[config.mk]
export PLATFORM = sky130hd
export DESIGN_NAME = seg7_scan_driver
export DESIGN_NICKNAME = d
export VERILOG_FILES = /design/src/rtl/seg7_pkg.sv /design/src/rtl/seg7_glyph.sv /design/src/rtl/seg7_scan_driver.sv
export SDC_FILE = /design/constraint.sdc
export NUM_CORES = 1
export LEC_CHECK = 0
export CORE_MARGIN = 2
export CORE_UTILIZATION = 55
export CTS_CLUSTER_DIAMETER = 200
export CTS_CLUSTER_SIZE = 16
export DETAILED_ROUTE_END_ITERATION = 10
export PLACE_DENSITY = 0.81
export SETUP_SLACK_MARGIN = 0.15
export SLEW_MARGIN = 20
export SYNTH_ARGS = -nofsm -noshare
export SYNTH_HDL_FRONTEND = slang
export SYNTH_SLANG_ARGS = --single-unit
[constraint.sdc]
create_clock -name clk -period 2.45 [get_ports clk]
set_input_delay 0.6125 -clock clk [delete_from_list [all_inputs] [get_ports clk]]
set_output_delay 0.6125 -clock clk [all_outputs]
set_load 0.05 [all_outputs]
[src/rtl/seg7_pkg.sv]
// Shared glyph table and sizing helper for the 7-segment scan driver.
package seg7_pkg;

  localparam logic [6:0] SEG_DASH  = 7'h01;
  localparam logic [6:0] SEG_BLANK = 7'h00;

  // Active-high {a..g} glyphs, indexed by nibble value (entry 15 listed first).
  localparam logic [15:0][6:0] GLYPH_TABLE = {
    7'h47, 7'h4F, 7'h3D, 7'h4E, 7'h1F, 7'h77, 7'h7B, 7'h7F,
    7'h70, 7'h5F, 7'h5B, 7'h33, 7'h79, 7'h6D, 7'h30, 7'h7E
  };

  function automatic int idx_width(input int n);
    return (n > 1) ? $clog2(n) : 1;
  endfunction

endpackage

[src/rtl/seg7_glyph.sv]
// Nibble to active-high 7-segment glyph; BCD mode maps A-F to a dash.
module seg7_glyph
  import seg7_pkg::*;
(
  input  logic [3:0] nibble,
  input  logic       hex_mode,
  output logic [6:0] glyph
);

  always_comb begin
    if (!hex_mode && (nibble > 4'd9)) glyph = SEG_DASH;
    else                              glyph = GLYPH_TABLE[nibble];
  end

endmodule

[src/rtl/seg7_scan_driver.sv]
// Time-multiplexed N-digit 7-segment driver with frame-aligned double buffering,
// leading-zero suppression and pin-level polarity control.
module seg7_scan_driver
  import seg7_pkg::*;
#(
  parameter int NUM_DIGITS     = 4,
  parameter int REFRESH_DIV    = 1000,
  parameter int HEX_MODE       = 1,
  parameter int SEG_ACTIVE_LOW = 0,
  parameter int AN_ACTIVE_LOW  = 1
) (
  input  logic                                clk,
  input  logic                                rst,
  input  logic                                enable,
  input  logic [4*NUM_DIGITS-1:0]             value_in,
  input  logic [NUM_DIGITS-1:0]               dp_in,
  input  logic                                load,
  input  logic                                blank_lz,
  output logic [6:0]                          seg_out,
  output logic                                dp_out,
  output logic [NUM_DIGITS-1:0]               an_out,
  output logic [idx_width(NUM_DIGITS)-1:0]    digit_idx,
  output logic                                pending,
  output logic                                frame_done
);

  localparam int IW = idx_width(NUM_DIGITS);
  localparam int PW = $clog2(REFRESH_DIV);
  localparam logic [PW-1:0] PRESC_LAST = PW'(REFRESH_DIV - 1);
  localparam logic [IW-1:0] IDX_LAST   = IW'(NUM_DIGITS - 1);
  localparam logic [6:0]    SEG_INV    = (SEG_ACTIVE_LOW != 0) ? 7'h7F : 7'h00;
  localparam logic          DP_INV     = (SEG_ACTIVE_LOW != 0);
  localparam logic [NUM_DIGITS-1:0] AN_INV = (AN_ACTIVE_LOW != 0) ? {NUM_DIGITS{1'b1}} : '0;

  logic [PW-1:0]                 presc;
  logic [NUM_DIGITS-1:0][3:0]    active_val;
  logic [NUM_DIGITS-1:0][3:0]    pend_val;
  logic [NUM_DIGITS-1:0]         active_dp;
  logic [NUM_DIGITS-1:0]         pend_dp;
  logic                          tc;
  logic                          wrap;
  logic [3:0]                    cur_nibble;
  logic [6:0]                    glyph;
  logic [6:0]                    seg_next;
  logic [NUM_DIGITS-1:0]         an_next;
  logic [NUM_DIGITS-1:0]         lz_blank;
  logic                          zero_run;

  assign tc         = enable && (presc == PRESC_LAST);
  assign wrap       = tc && (digit_idx == IDX_LAST);
  assign cur_nibble = active_val[digit_idx];

  seg7_glyph u_glyph (
    .nibble   (cur_nibble),
    .hex_mode (HEX_MODE != 0),
    .glyph    (glyph)
  );

  // A digit is a leading zero when it and every more-significant nibble are zero.
  always_comb begin
    zero_run = 1'b1;
    lz_blank = '0;
    for (int i = NUM_DIGITS - 1; i > 0; i--) begin
      zero_run    = zero_run && (active_val[i] == 4'd0);
      lz_blank[i] = zero_run;
    end
  end

  always_comb begin
    an_next            = '0;
    an_next[digit_idx] = 1'b1;
    seg_next           = (blank_lz && lz_blank[digit_idx]) ? SEG_BLANK : glyph;
  end

  always_ff @(posedge clk) begin
    if (rst) begin
      presc      <= '0;
      digit_idx  <= '0;
      active_val <= '0;
      active_dp  <= '0;
      pend_val   <= '0;
      pend_dp    <= '0;
      pending    <= 1'b0;
      frame_done <= 1'b0;
      seg_out    <= SEG_INV;
      dp_out     <= DP_INV;
      an_out     <= AN_INV;
    end else begin
      frame_done <= wrap;

      if (tc) begin
        presc     <= '0;
        digit_idx <= (digit_idx == IDX_LAST) ? '0 : digit_idx + 1'b1;
      end else if (enable) begin
        presc <= presc + 1'b1;
      end

      // A load landing on the wrap edge bypasses the pending buffer.
      if (wrap) begin
        if (load) begin
          active_val <= value_in;
          active_dp  <= dp_in;
        end else if (pending) begin
          active_val <= pend_val;
          active_dp  <= pend_dp;
        end
        pending <= 1'b0;
      end else if (load) begin
        pend_val <= value_in;
        pend_dp  <= dp_in;
        pending  <= 1'b1;
      end

      if (enable) begin
        an_out  <= an_next ^ AN_INV;
        seg_out <= seg_next ^ SEG_INV;
        dp_out  <= active_dp[digit_idx] ^ DP_INV;
      end else begin
        an_out  <= AN_INV;
        seg_out <= SEG_INV;
        dp_out  <= DP_INV;
      end
    end
  end

endmodule

**Metal 1**

Scale bar: 20 um. Supply wires on this layer in grey.
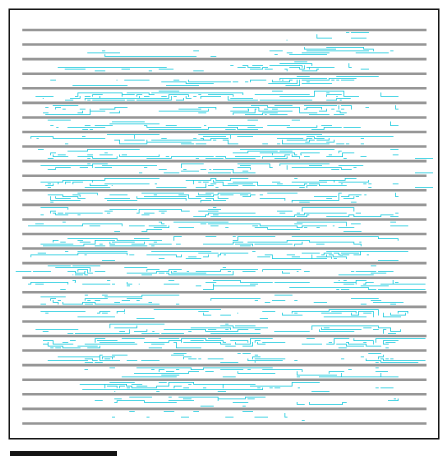
main direction: horizontal
longest straight run: 33.6 um
nets with wire on the layer: 363
wire length on this layer: 2930 um

**The metal 2 layer**

Cells faint in the background.
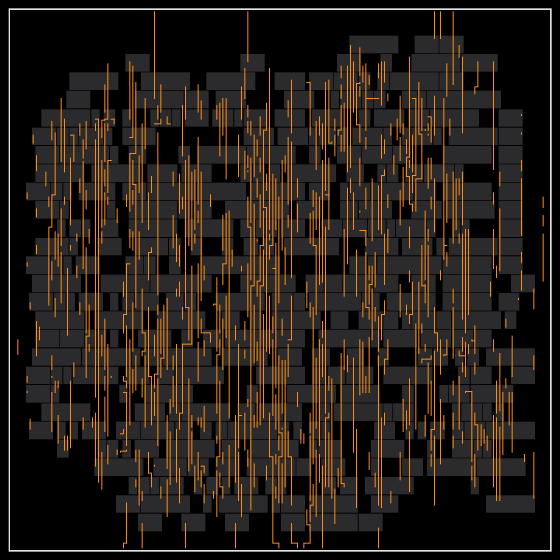
main direction: vertical
nets with wire on the layer: 329
share of all routed wire: 49%
longest straight run: 53.7 um

==> flow_results.xml <==
<?xml version="1.0" encoding="UTF-8"?>
<metrics>
  <group name="synth">
    <metric name="ys_seq_share" unit="%">41.71</metric>
    <metric name="adder_cell_share_of_the_synthesized_area" unit="%">4.739</metric>
    <metric name="synthesis.yosys.warnings" unit="">0</metric>
    <metric name="synth.most_common_cell" unit="">sky130_fd_sc_hd__dfxtp_1</metric>
    <metric name="synth.top_cells.by_count" unit="">sky130_fd_sc_hd__dfxtp_1, sky130_fd_sc_hd__nand2_1, sky130_fd_sc_hd__a21oi_1, sky130_fd_sc_hd__mux2i_1, sky130_fd_sc_hd__nor2_1</metric>
    <metric name="netlist_top_cells_area" unit="">sky130_fd_sc_hd__dfxtp_1, sky130_fd_sc_hd__mux2i_1, sky130_fd_sc_hd__a21oi_1</metric>
    <metric name="ys.flops" unit="">66</metric>
  </group>
  <group name="power">
    <metric name="p_clk_share" unit="%">40.7</metric>
    <metric name="power_clock" unit="uW">902</metric>
    <metric name="ir_worst_vdd" unit="uV">359.0</metric>
    <metric name="switching_share" unit="%">23.30</metric>
    <metric name="net_switching_power_of_the_design" unit="uW">517.0</metric>
    <metric name="dominant_power_group" unit="">sequential cells</metric>
    <metric name="power.leakage" unit="uW">0.001437</metric>
    <metric name="power_frac_seq" unit="%">50.3</metric>
  </group>
  <group name="run_status">
    <metric name="status" unit="">finished clean</metric>
  </group>
  <group name="clocking">
    <metric name="htreeDepth" unit="">3</metric>
    <metric name="clock_insertion_delay_worst_skew" unit="ps">340</metric>
  </group>
  <group name="die">
    <metric name="core.rowCount" unit="">27</metric>
    <metric name="floorplan.core_area" unit="um^2">5540</metric>
  </group>
  <group name="place">
    <metric name="port_buffer_count" unit="">40</metric>
    <metric name="globalplace.congestion" unit="">0.8235</metric>
  </group>
  <group name="layout">
    <metric name="dominant-cell-class" unit="">multi-input combinational cells</metric>
    <metric name="layout_multi_input_combinational_cell_count" unit="">236</metric>
    <metric name="logic_area" unit="um^2">1663</metric>
    <metric name="flops" unit="">66</metric>
    <metric name="layout-drive-gt1-share" unit="%">12.20</metric>
    <metric name="antenna-diode-count" unit="">0</metric>
  </group>
  <group name="sta">
    <metric name="fin_skew" unit="ps">12.27</metric>
  </group>
  <group name="worst_setup_path">
    <metric name="cp-end-kind" unit="">output port</metric>
    <metric name="worst_ep_arrival_time" unit="ps">1540</metric>
    <metric name="path_delay_family" unit="">buffers and inverters</metric>
    <metric name="cp_cell_instances" unit="">clkdlybuf4s50_1</metric>
    <metric name="crit_path_top_delay_cell" unit="">sky130_fd_sc_hd__clkdlybuf4s50_1</metric>
    <metric name="reg2reg_slack" unit="ps">360</metric>
  </group>
  <group name="detailed_routing">
    <metric name="route.detailed.vias_per_inst" unit="">5.503</metric>
    <metric name="totalWireLength" unit="mm">6.410</metric>
    <metric name="detail_route.iter0.violations" unit="">106</metric>
  </group>
  <group name="flow_run">
    <metric name="max_cap_viol_count" unit="">0</metric>
  </group>
</metrics>
**The metal 3 layer**

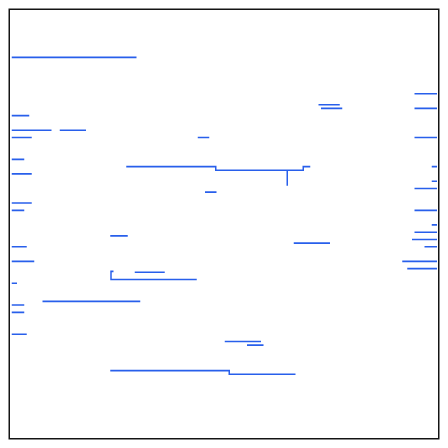
main direction: horizontal
share of all routed wire: 4.0%
nets with wire on the layer: 36
wire length on this layer: 253 um

**Track usage over the die**

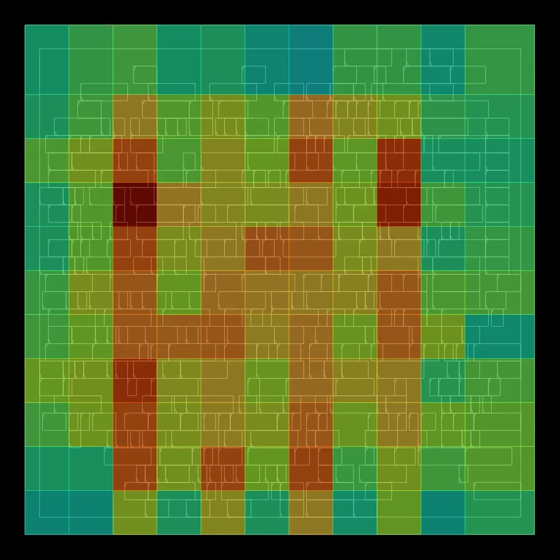
average routed wire per standard cell: 14.28 um
GRT Max-Usage Layer: met2
met3 track demand over resource in global routing: 3.620%
met1 Usage GRT: 27.73%
post-layout util: 68.47%

Power and IR drop assume default switching activity.
